Fig. 1: run 1, routed metal, one colour a layer
Drawn at 4 px/µm. Two of the layers only.
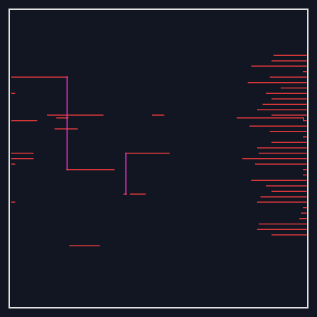
Fig. 2: run 1, power grid
Drawn at 4 px/µm. Pins as bars on the die edge.
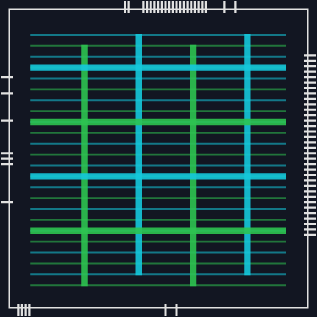
Fig. 3: run 1, clock network drawn from the DEF
Drawn at 8 px/µm.
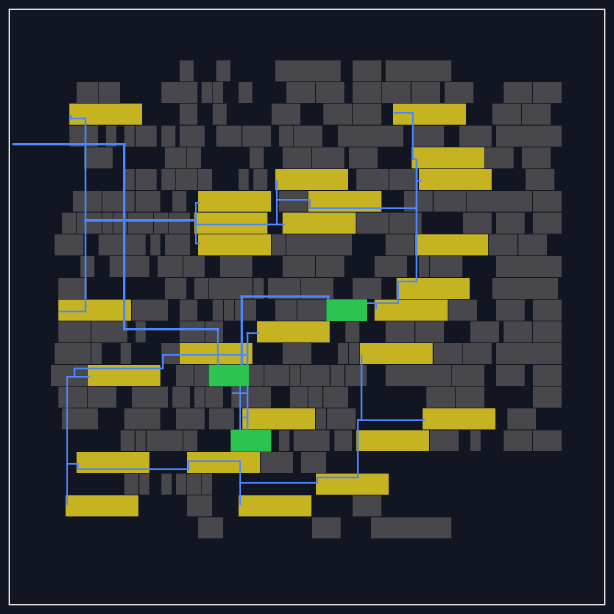
==> config.mk <==
export PLATFORM = sky130hd
export DESIGN_NAME = rr_grant_responder
export DESIGN_NICKNAME = d
export VERILOG_FILES = /design/src/rtl/rr_grant_responder.sv
export SDC_FILE = /design/constraint.sdc
export NUM_CORES = 1
export LEC_CHECK = 0
export CAP_MARGIN = 20
export CORE_MARGIN = 5
export CORE_UTILIZATION = 43
export DETAILED_ROUTE_END_ITERATION = 16
export GPL_TIMING_DRIVEN = 0
export PLACE_DENSITY = 0.83
export SYNTH_ARGS = -nofsm -noshare
export SYNTH_HDL_FRONTEND = slang
export SYNTH_SLANG_ARGS = --single-unit
==> constraint.sdc <==
create_clock -name clk -period 2.6 [get_ports clk]
set_clock_uncertainty 0.2 [all_clocks]
set_input_delay 0.52 -clock clk [delete_from_list [all_inputs] [get_ports clk]]
set_output_delay 0.52 -clock clk [all_outputs]
set_load 0.05 [all_outputs]
==> impl_metrics.env, run 1 <==
# flow metrics
export IMPL_outcome="complete, no violations"
export IMPL_cts_path_max_buffers=2
export IMPL_vias_per_cell=5.336
export IMPL_route_met2_wl_um=2112
export IMPL_utilization=0.6372
export IMPL_ys_ff=26
export IMPL_synth_area_mux_share=0.2207
export IMPL_final_nets=286
export IMPL_switching_share=0.4555
export IMPL_whs_ns=0.2491
export IMPL_async_flop_share=1.000
export IMPL_leakagePower_nw=1.099
export IMPL_num_clock_buffers=4
export IMPL_ys_seq_share=0.3667
export IMPL_adder_share=0.06206
export IMPL_edf_count=0
export IMPL_period_minus_slack_ns=2.517
export IMPL_comb_area_frac=0.4080
export IMPL_buf_share=0.2803
export IMPL_finalMaxSlewViolations=0
export IMPL_area_growth_pct=43.65
export IMPL_syn_avg_cell_area_um2=11.16
export IMPL_final_clk_cell_share=0.02160
export IMPL_ff_count=26
Notes on Fig. 1 above:
Key: metal 3 = red [wire length 397 µm]; metal 4 = magenta [wire length 33.3 µm]
Wirelength per Cell: 15.72 µm
Total GRT Usage: 0.1582
vias: 1478
WL final: 4354 µm

Notes on Fig. 2 above:
Key: VDD = cyan; VSS = green
24 met1 rails follow the rows. 69 signal pins sit on the boundary. The core has 23 rows. 4 straps on met5. 4 straps on met4.
Die X: 74.24 µm
Core ar.: 4000 µm²
maximum vdd drop: 601.3 µV
die height: 74.24 µm

Notes on Fig. 3 above:
Key: clock wires = blue [length 337 µm]; flip-flops = yellow [count 26]; clock drivers = green [count 3]
There are 4 routed clock nets.
Clock Latency Late Sink: 0.27 ns
P_clk: 0.000261 W
clock share of power: 0.103

## run 1: cell usage after synthesis, types with 2 or more instances
library cell,count,share of area
nor3b_1,4,0.017
nand3_1,2,0.0056
nor2b_1,2,0.0071
and3b_1,3,0.015
buf_6,2,0.013
a21oi_1,5,0.014
xor2_1,4,0.020
nor3_1,2,0.0056
mux2i_1,2,0.011
ha_1,8,0.056
clkbuf_1,4,0.0085
buf_2,4,0.011
nand3b_1,3,0.013
nor4b_1,2,0.0099
nand2_1,11,0.023
nor2_1,10,0.021
mux2_2,12,0.076
mux4_2,10,0.13
o21ai_1,2,0.0056
o21ai_0,5,0.014
dfrtp_1,26,0.37
inv_1,7,0.015
o31ai_1,3,0.013
Fig. 4: run 1, cell classes on the final placement
Drawn at 4 px/µm. Fill, decap, tap and diode cells in grey.
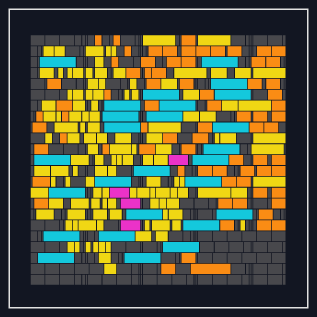

==> inputs of run 2 (changes only) <==
--- a/config.mk
+++ b/config.mk
@@ -11,6 +11,7 @@
 export DETAILED_ROUTE_END_ITERATION = 16
 export GPL_TIMING_DRIVEN = 0
 export PLACE_DENSITY = 0.83
+export SLEW_MARGIN = 25
 export SYNTH_ARGS = -nofsm -noshare
 export SYNTH_HDL_FRONTEND = slang
 export SYNTH_SLANG_ARGS = --single-unit
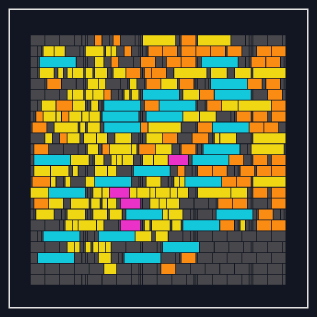
Fig. 5. Cell classes on the final placement (run 2).
Drawn at 4 px/µm. Fill, decap, tap and diode cells in grey.
Key: other buffers and delay cells = orange [cells 74, share of their area 28%]; flops = cyan [cells 26, share of their area 26%]; combinational and other logic = yellow [cells 122, share of their area 43%]; clock drivers and dummy loads = magenta [cells 4, share of their area 2.2%]
final instance area: 2521 µm²
flop share of the area: 0.2581

==> impl_metrics.env, run 2 <==
# flow metrics
export IMPL_comb_area_frac=0.4124
export IMPL_final_nets=285
export IMPL_switching_share=0.4559
export IMPL_grt_use_total=0.1582
export IMPL_pg_clk_w=0.000261
export IMPL_top_cells_by_count="26 x dfrtp_1, 12 x mux2_2, 11 x nand2_1, 10 x mux4_2, 10 x nor2_1"
export IMPL_grt_pass1_wl_um=6831
export IMPL_buf_share=0.2725
export IMPL_async_flop_share=1.000
export IMPL_vias_per_cell=5.330
export IMPL_adder_share=0.06206
export IMPL_area_growth_pct=42.10
export IMPL_num_clock_buffers=4
export IMPL_worstMarginPinSlew_ns=0.5512
export IMPL_leakagePower_nw=1.085
export IMPL_finalMaxSlewViolations=0
export IMPL_cts_path_max_buffers=2
export IMPL_period_minus_slack_ns=2.516
export IMPL_ys_ff=26
export IMPL_outcome="complete, no violations"
export IMPL_synth_area_mux_share=0.2207
export IMPL_largest_area_cell="dfrtp_1"
export IMPL_whs_ns=0.2918
export IMPL_edf_count=0
export IMPL_postCtsResizedCells=16
export IMPL_cellPowerDensity_nw_per_um2=999.8
export IMPL_topCellsByArea="dfrtp_1 37%, mux4_2 13%, mux2_2 7.6%, ha_1 5.6%, nand2_1 2.3%"
export IMPL_core_area_um2=4000
export IMPL_syn_avg_cell_area_um2=11.16
export IMPL_final_clk_cell_share=0.02184
export IMPL_ys_seq_share=0.3667
export IMPL_top_area_frac=0.3667
export IMPL_pwr_share_seq=0.261
export IMPL_die_w_um=74.24
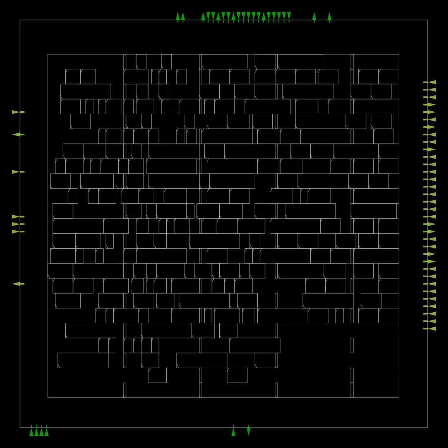
Fig. 6. Cell outlines without signal wires (run 2).
number of fill cells in the layout: 320
Util after Layout: 0.6303
flop count: 26
site row count: 23
n_taps: 50

## run 2: cell counts after synthesis
No cell type changed its count.
## run 2: per-layer routing
metal	routed length, µm	vias to the layer above	GRT usage
met4	23	0	0.04150
li1	-	722	-
met3	377	2	0.03108
met5	0	-	0
met1	1845	698	0.2007
met2	2102	49	0.2766
## run 2: cell families (layout without fill, tap and decap cells)
family,Yosys count,count (layout)
DFF,26,26
buffers and inverters,18,85
xor gates and xnor gates,5,5
adders and majority gates,9,9
and+or+nand+nor,47,47
AOI/OAI and AO/OA,29,29
muxes,25,25
## run 2: worst max-delay path: cells and delay by family, from the launching register on
| kind | cells | cell delay, ns |
|---|---|---|
| buffers and inverters | 2 | 0.94 |
| flip-flops | 1 | 0.41 |
| adder cells (fa/ha/maj) | 1 | 0.18 |
Fig. 7: run 2, power grid
Drawn at 4 px/µm. Pins as bars on the die edge.
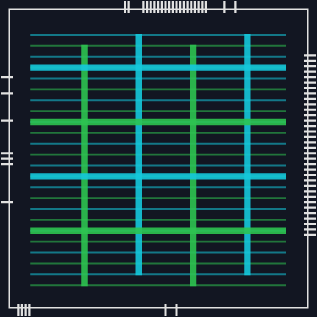

==> inputs of run 3 (changes only) <==
--- a/config.mk
+++ b/config.mk
@@ -7,10 +7,12 @@
 export LEC_CHECK = 0
 export CAP_MARGIN = 20
 export CORE_MARGIN = 5
-export CORE_UTILIZATION = 43
+export CORE_UTILIZATION = 35
 export DETAILED_ROUTE_END_ITERATION = 16
 export GPL_TIMING_DRIVEN = 0
-export PLACE_DENSITY = 0.83
+export PLACE_DENSITY = 0.7
+export SETUP_SLACK_MARGIN = 0.1
+export SKIP_LAST_GASP = 1
 export SLEW_MARGIN = 25
 export SYNTH_ARGS = -nofsm -noshare
 export SYNTH_HDL_FRONTEND = slang
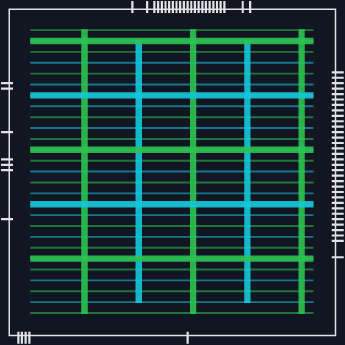
Fig. 8. Power grid (run 3).
Drawn at 4 px/µm. Pins as bars on the die edge.
Key: VSS = green; VDD = cyan
5 straps on met5. 69 signal pins sit on the boundary. The core has 26 rows. 27 met1 rails follow the rows.
Die X: 81.20 µm
die height: 81.20 µm
maximum vdd drop: 461.6 µV
Core ar.: 5010 µm²

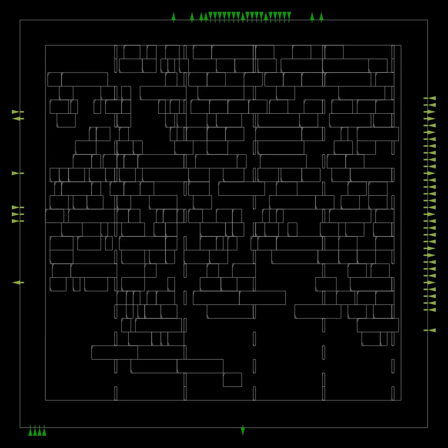
Fig. 9. Cell outlines without signal wires (run 3).
Util after Layout: 0.5082
number of fill cells in the layout: 494
flop share of the area: 0.2555
n_taps: 70

==> impl_metrics.env, run 3 <==
# flow metrics
export IMPL_async_flop_share=1.000
export IMPL_ys_ff=26
export IMPL_largest_cell_class="combinational gates"
export IMPL_rows=26
export IMPL_top_cells_by_count="26 x dfrtp_1, 12 x mux2_2, 11 x nand2_1, 10 x mux4_2, 10 x nor2_1"
export IMPL_ys_seq_share=0.3667
export IMPL_grt_use_total=0.1371
export IMPL_top_area_frac=0.3667
export IMPL_grt_pass1_wl_um=7058
export IMPL_outcome="complete, no violations"
export IMPL_buf_share=0.2752
export IMPL_cts_sinks=26
export IMPL_topCellsByArea="dfrtp_1 37%, mux4_2 13%, mux2_2 7.6%, ha_1 5.6%, nand2_1 2.3%"
export IMPL_cellPowerDensity_nw_per_um2=985.6
export IMPL_ff_count=26
export IMPL_num_clock_buffers=3
export IMPL_finalMaxSlewViolations=0
export IMPL_inverters=7
export IMPL_vias=1476
export IMPL_h_tree_depth=1
export IMPL_period_minus_slack_ns=2.424
export IMPL_relSlewSlack=0.6122
export IMPL_synth_area_mux_share=0.2207
export IMPL_drt_total_wl_um=4381
export IMPL_buffers=75
export IMPL_ys_sh_xor=0.02468
export IMPL_final_nets=286
export IMPL_final_clk_cell_share=0.01622
export IMPL_ff2ff_setup_slack_ns=0.43
export IMPL_synth_most_common_cell="dfrtp_1"
export IMPL_leakagePower_nw=1.085
export IMPL_comb_area_frac=0.4084
export IMPL_synth_main_ff_cell="dfrtp_1"
export IMPL_stdcell_area_um2=2546
export IMPL_fin_crit_sh=0.9324
export IMPL_largest_area_cell="dfrtp_1"
export IMPL_adder_share=0.06206
export IMPL_whs_ns=0.2898
export IMPL_wl_per_cell_um=14.80
export IMPL_hold_path_class="reg -> reg"
export IMPL_clk_insertion_delay_late_ns=0.26
export IMPL_area_growth_pct=43.51
export IMPL_syn_avg_cell_area_um2=11.16
export IMPL_vias_per_cell=4.986
export IMPL_cts_path_max_buffers=2
export IMPL_setup_ws_ns=0.1757
export IMPL_edf_count=0
[run 3: repair_timing]
item                       4_1_cts  5_1_grt
pin swaps                        1        1
buffers inserted                 0        1
gates resized                   23       10
hold endpoints to repair         0        0
setup endpoints to repair        6        7
[run 3: report_power, final]
group	leakage, nW	switching [W]	internal [W]
logic	0.745	0.000934	0.000695
registers	0.318	0.000103	0.000556
clock network	0.0216	0.000119	0.000104
[run 3: critical path: stages]
cell and delay (ns):
clkdlybuf4s50_1 0.46, buf_2 0.21, o21ai_1 0.14, o211a_1 0.22, o211ai_1 0.13, a311oi_2 0.35, mux2_1 0.35
[run 3: routing by layer]
layer	track usage	up-vias	part of all wire
met4	0.05405	0	0.021
met5	0	-	0
li1	-	723	-
met1	0.1702	699	0.43
met3	0.03659	8	0.090
met2	0.2258	46	0.46
No activity file was given, so power comes from the tool's default toggle rates.
